[src/rtl/wm8731_cfg_seq.sv]
// WM8731 configuration sequencer: plays the power-up register table into the codec
// through the i2c controller's write handshake, then serves single host register writes.
module wm8731_cfg_seq #(
  parameter logic [7:0] DEV_ADDR   = 8'h34,
  parameter int         NUM_REGS   = 11,
  parameter int         PWR_DLY    = 50000,
  parameter int         GAP_CYCLES = 1000,
  parameter int         MAX_RETRY  = 3
) (
  input  logic        clk,
  input  logic        reset,
  output logic        wr_i2c,
  output logic [23:0] i2c_packet,
  input  logic        i2c_idle,
  input  logic        i2c_done_tick,
  input  logic        i2c_fail,
  input  logic        restart,
  input  logic        cfg_wr,
  input  logic [6:0]  cfg_addr,
  input  logic [8:0]  cfg_data,
  output logic        cfg_ready,
  output logic        cfg_done_tick,
  output logic        cfg_err_tick,
  output logic        init_done,
  output logic        init_fail
);

  localparam int PWR_W = (PWR_DLY > 1) ? $clog2(PWR_DLY) : 1;
  localparam int GAP_W = (GAP_CYCLES > 1) ? $clog2(GAP_CYCLES) : 1;
  localparam int IDX_W = $clog2(NUM_REGS + 1);
  localparam int RTY_W = (MAX_RETRY > 0) ? $clog2(MAX_RETRY + 1) : 1;

  localparam logic [PWR_W-1:0] PWR_LAST = PWR_W'(PWR_DLY - 1);
  localparam logic [GAP_W-1:0] GAP_LAST = GAP_W'(GAP_CYCLES - 1);
  localparam logic [IDX_W-1:0] IDX_END  = IDX_W'(NUM_REGS);
  localparam logic [RTY_W-1:0] RTY_MAX  = RTY_W'(MAX_RETRY);

  typedef enum logic [2:0] {S_PWR, S_ISSUE, S_WAIT, S_GAP, S_READY, S_ERR} state_t;
  typedef enum logic {M_INIT, M_HOST} mode_t;

  state_t           state;
  mode_t            mode;
  logic [PWR_W-1:0] pwr_cnt;
  logic [GAP_W-1:0] gap_cnt;
  logic [IDX_W-1:0] idx;
  logic [RTY_W-1:0] retry;
  logic [15:0]      host_word;

  // Power-up table as {reg_addr[6:0], reg_data[8:0]}.
  function automatic logic [15:0] init_word(input logic [IDX_W-1:0] i);
    case (int'(i))
      0:       init_word = {7'd15, 9'h000};
      1:       init_word = {7'd0,  9'h017};
      2:       init_word = {7'd1,  9'h017};
      3:       init_word = {7'd2,  9'h079};
      4:       init_word = {7'd3,  9'h079};
      5:       init_word = {7'd4,  9'h012};
      6:       init_word = {7'd5,  9'h000};
      7:       init_word = {7'd6,  9'h000};
      8:       init_word = {7'd7,  9'h00A};
      9:       init_word = {7'd8,  9'h000};
      10:      init_word = {7'd9,  9'h001};
      default: init_word = 16'h0000;
    endcase
  endfunction

  always_ff @(posedge clk) begin
    if (state == S_READY && cfg_wr && !restart)
      host_word <= {cfg_addr, cfg_data};
  end

  always_ff @(posedge clk) begin
    if (!reset) begin
      state         <= S_PWR;
      mode          <= M_INIT;
      pwr_cnt       <= '0;
      gap_cnt       <= '0;
      idx           <= '0;
      retry         <= '0;
      wr_i2c        <= 1'b0;
      i2c_packet    <= '0;
      cfg_ready     <= 1'b0;
      cfg_done_tick <= 1'b0;
      cfg_err_tick  <= 1'b0;
      init_done     <= 1'b0;
      init_fail     <= 1'b0;
    end else begin
      wr_i2c        <= 1'b0;
      cfg_done_tick <= 1'b0;
      cfg_err_tick  <= 1'b0;
      case (state)
        S_PWR: begin
          if (pwr_cnt == PWR_LAST) begin
            pwr_cnt <= '0;
            mode    <= M_INIT;
            idx     <= '0;
            state   <= S_ISSUE;
          end else begin
            pwr_cnt <= pwr_cnt + PWR_W'(1);
          end
        end
        S_ISSUE: begin
          if (i2c_idle) begin
            wr_i2c     <= 1'b1;
            i2c_packet <= {DEV_ADDR, (mode == M_HOST) ? host_word : init_word(idx)};
            state      <= S_WAIT;
          end
        end
        S_WAIT: begin
          // A coincident done and fail is treated as a failed transfer.
          if (i2c_fail) begin
            gap_cnt <= '0;
            if (retry < RTY_MAX) begin
              retry <= retry + RTY_W'(1);
              state <= S_GAP;
            end else if (mode == M_INIT) begin
              init_fail <= 1'b1;
              state     <= S_ERR;
            end else begin
              cfg_err_tick <= 1'b1;
              retry        <= '0;
              state        <= S_GAP;
            end
          end else if (i2c_done_tick) begin
            gap_cnt <= '0;
            retry   <= '0;
            if (mode == M_INIT) idx <= idx + IDX_W'(1);
            else                cfg_done_tick <= 1'b1;
            state <= S_GAP;
          end
        end
        S_GAP: begin
          if (gap_cnt == GAP_LAST) begin
            gap_cnt <= '0;
            // A nonzero retry count means the last packet still has to be resent.
            if (retry != '0) begin
              state <= S_ISSUE;
            end else if (mode == M_INIT && idx < IDX_END) begin
              state <= S_ISSUE;
            end else begin
              if (mode == M_INIT) init_done <= 1'b1;
              cfg_ready <= 1'b1;
              state     <= S_READY;
            end
          end else begin
            gap_cnt <= gap_cnt + GAP_W'(1);
          end
        end
        S_READY: begin
          if (restart) begin
            init_done <= 1'b0;
            init_fail <= 1'b0;
            idx       <= '0;
            retry     <= '0;
            pwr_cnt   <= '0;
            cfg_ready <= 1'b0;
            state     <= S_PWR;
          end else if (cfg_wr) begin
            mode      <= M_HOST;
            cfg_ready <= 1'b0;
            state     <= S_ISSUE;
          end
        end
        S_ERR: begin
          if (restart) begin
            init_done <= 1'b0;
            init_fail <= 1'b0;
            idx       <= '0;
            retry     <= '0;
            pwr_cnt   <= '0;
            state     <= S_PWR;
          end
        end
        default: state <= S_PWR;
      endcase
    end
  end

endmodule
[config.mk]
export PLATFORM = sky130hd
export DESIGN_NAME = wm8731_cfg_seq
export DESIGN_NICKNAME = d
export VERILOG_FILES = /design/src/rtl/wm8731_cfg_seq.sv
export SDC_FILE = /design/constraint.sdc
export NUM_CORES = 1
export LEC_CHECK = 0
export CORE_ASPECT_RATIO = 0.75
export CORE_MARGIN = 4
export CORE_UTILIZATION = 50
export DETAILED_ROUTE_END_ITERATION = 12
export GPL_TIMING_DRIVEN = 0
export PLACE_DENSITY = 0.72
export SETUP_SLACK_MARGIN = 0.2
export SYNTH_ARGS = -nofsm -noshare
export SYNTH_HDL_FRONTEND = slang
export SYNTH_SLANG_ARGS = --single-unit
[constraint.sdc]
create_clock -name clk -period 3.6 [get_ports clk]
set_input_delay 0.72 -clock clk [delete_from_list [all_inputs] [get_ports clk]]
set_output_delay 0.72 -clock clk [all_outputs]
set_load 0.01 [all_outputs]
Figure 1. Clock network drawn from the DEF.
Bar = 20 um.
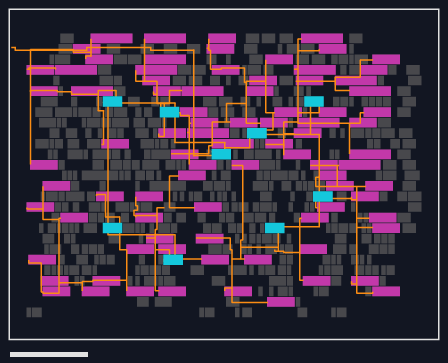
[clock drivers] cyan | count: 9
[clock wires] orange | length: 1,030 um
[flip-flops] magenta | count: 85
flops lie: spread over the die

Figure 2. Sequential cells grouped by signal name.
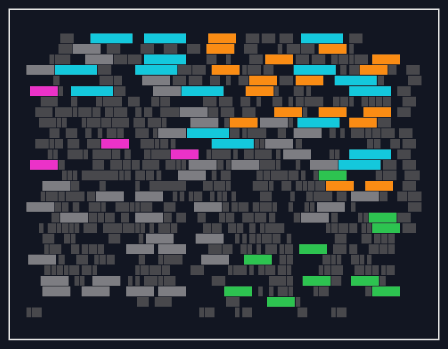
| netlist name | colour | flops |
|---|---|---|
| `idx` | magenta | 4 |
| `i2c_packet` | orange | 17 |
| `gap_cnt` | green | 10 |
| `host_word` | cyan | 16 |
not coloured: 38

==> GITHUB_STEP_SUMMARY <==
## Implementation flow summary

| Metric | Value |
|---|---|
| Crit path DAT | `3510 ps` |
| Area delta synth->final | `20.6%` |
| Outcome | `completed` |
| GRT met2 Usage | `32.0%` |
| Static leakage | `1.70 nW` |
| CP Capture Type | `flop` |
| Mapped cell area | `0.00394 mm2` |
| All-Layer GR Usage | `20.3%` |
| Final worst setup slack | `336 ps` |
| Number of global-route vias before repair | `3,160` |
| Final hold violations | `0` |
| R2R cell count | `13` |
| Top-count cell post-synth | `dfxtp_1` |
| TritonCTS clock tree | `built` |
| Die Wd | `110 um` |
| Final Power | `2.55 mW` |
| Data required, critical path | `3850 ps` |
| Setup Crit Path Kind | `in -> reg` |
| Flop2flop setup slack | `690 ps` |
| Final ANT Viol Nets | `0` |
| Layout cell share with drive strength beyond 1 | `8.70%` |
| Pre-CTS setup slack | `-441 ps` |
| Slowest Stage Delay on Critical Path | `580 ps` |
| Setup TNS | `0 ps` |
| Max Slew Vio Count | `0` |
| Register area | `0.00186 mm2` |
| Synth cell types | `60` |
| Nets@finish | `522` |
| Core area | `0.00750 mm2` |
| Setup crit start kind | `primary input` |
| Hold-fix buffers, CTS | `0` |
| Yosys chip area | `0.00394 mm2` |
| Period utilisation layout | `90.7%` |
| Critical Path Stages | `13` |
| Vias | `3,278` |
| First-pass GRT wire length | `15,500 um` |
| Placed inst area | `0.00454 mm2` |
| R2R Path Start | `state[0]$_SDFFE_PN0P_` |
| Inserted Clock Buffers | `9` |
| Ports | `53` |
| Final Core Density | `63.3%` |
| P per Cell Area | `537 mW/mm2` |
| Non-filler cells, final | `595` |
| Buffers and inverters on the worst path | `2` |
Figure 3. Placed cells, one colour a class.
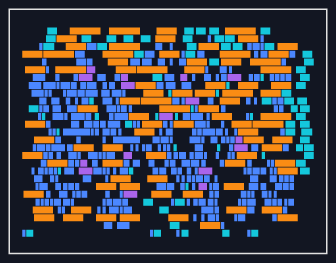
| class | colour | cells | share of their area |
|---|---|---|---|
| flops | orange | 85 | 40% |
| clock drivers and dummy loads | purple | 16 | 3.9% |
| other buffers and delay cells | cyan | 74 | 13% |
| combinational and other logic | blue | 319 | 43% |

==> cell usage in the layout, fill, tap and decap left out, drive strengths merged, types with 2 or more instances in the layout <==
master and instances:
nand2 28, a211oi 14, conb 5, nor2 63, nand2b 8, o31ai 3, nor3 8, clkdlybuf4s50 46
or2 5, and3 4, inv 17, a311oi 3, or3 2, clkbuf 24, a21oi 26, nor2b 3
clkinvlp 4, dfxtp 69, a2bb2oi 2, or3b 3, edfxtp 16, xor2 6, a31oi 6, a22oi 2
o21a 5, and2 9, mux2i 19, nand3b 5, nand4 5, and4 3, o21ai 17, xnor2 5
buf 13, nand3 16, ha 10, or4 3
==> kinds of logic (layout without fill, tap and decap cells) <==
family,after synthesis,after routing,synth area share [%]
xor+xnor,11,11,2.45
other cells,1,5,0.0953
compound gates,90,90,15.4
fa+ha+maj,10,10,3.18
mux,20,20,5.12
simple gates,169,169,21.4
buf+inv,41,104,5.02
flops,85,85,47.3
==> worst max-delay path by stage <==
stage / startpoint / endpoint
after floorplan: i2c_fail / flop
after global placement: restart / flop
after detailed placement: restart / flop
after CTS: i2c_done_tick / flop
after global routing: restart / flop
final: i2c_done_tick / flop
==> timing repair <==
item                       4_1_cts  5_1_grt
resized                          3        2
gates cloned                     0        0
setup buffers                    1        0
setup endpoints to repair        2        1
==> layout make-up <==
type                            instances  area share [%]
Buffer                                 27            3.08
Clock buffer                            9            2.61
Clock inverter                          7            1.19
Inverter                               14            1.11
Multi-Input combinational cell        305            40.3
Sequential cell                        85            39.2
Tap cell                              101            2.66
Timing Repair Buffer                   47            9.86
==> worst reg2reg max path, stage by stage, from the launching register on <==
cell and delay [ps]:
dfxtp_1 340, clkbuf_1 220, or2_2 370, nor2_1 230, a2bb2oi_4 100, buf_4 180
mux2i_2 200, nand2_1 110, ha_1 300, and2_1 220, mux2i_1 130, o2bb2ai_1 80
a311oi_1 220, o21ai_1 100
==> report_power, final <==
group	internal, mW	switching, mW
combinational	0.351	0.469
clock	0.257	0.368
sequential	1.05	0.0523
total	1.66	0.889
==> metal layers <==
layer	up-vias	routed length, um
met4	0	66
met1	1552	4610
met3	6	428
met5	-	0
met2	88	4240
li1	1632	-
Power figures rest on the tool's default switching activity, not on a simulated workload.
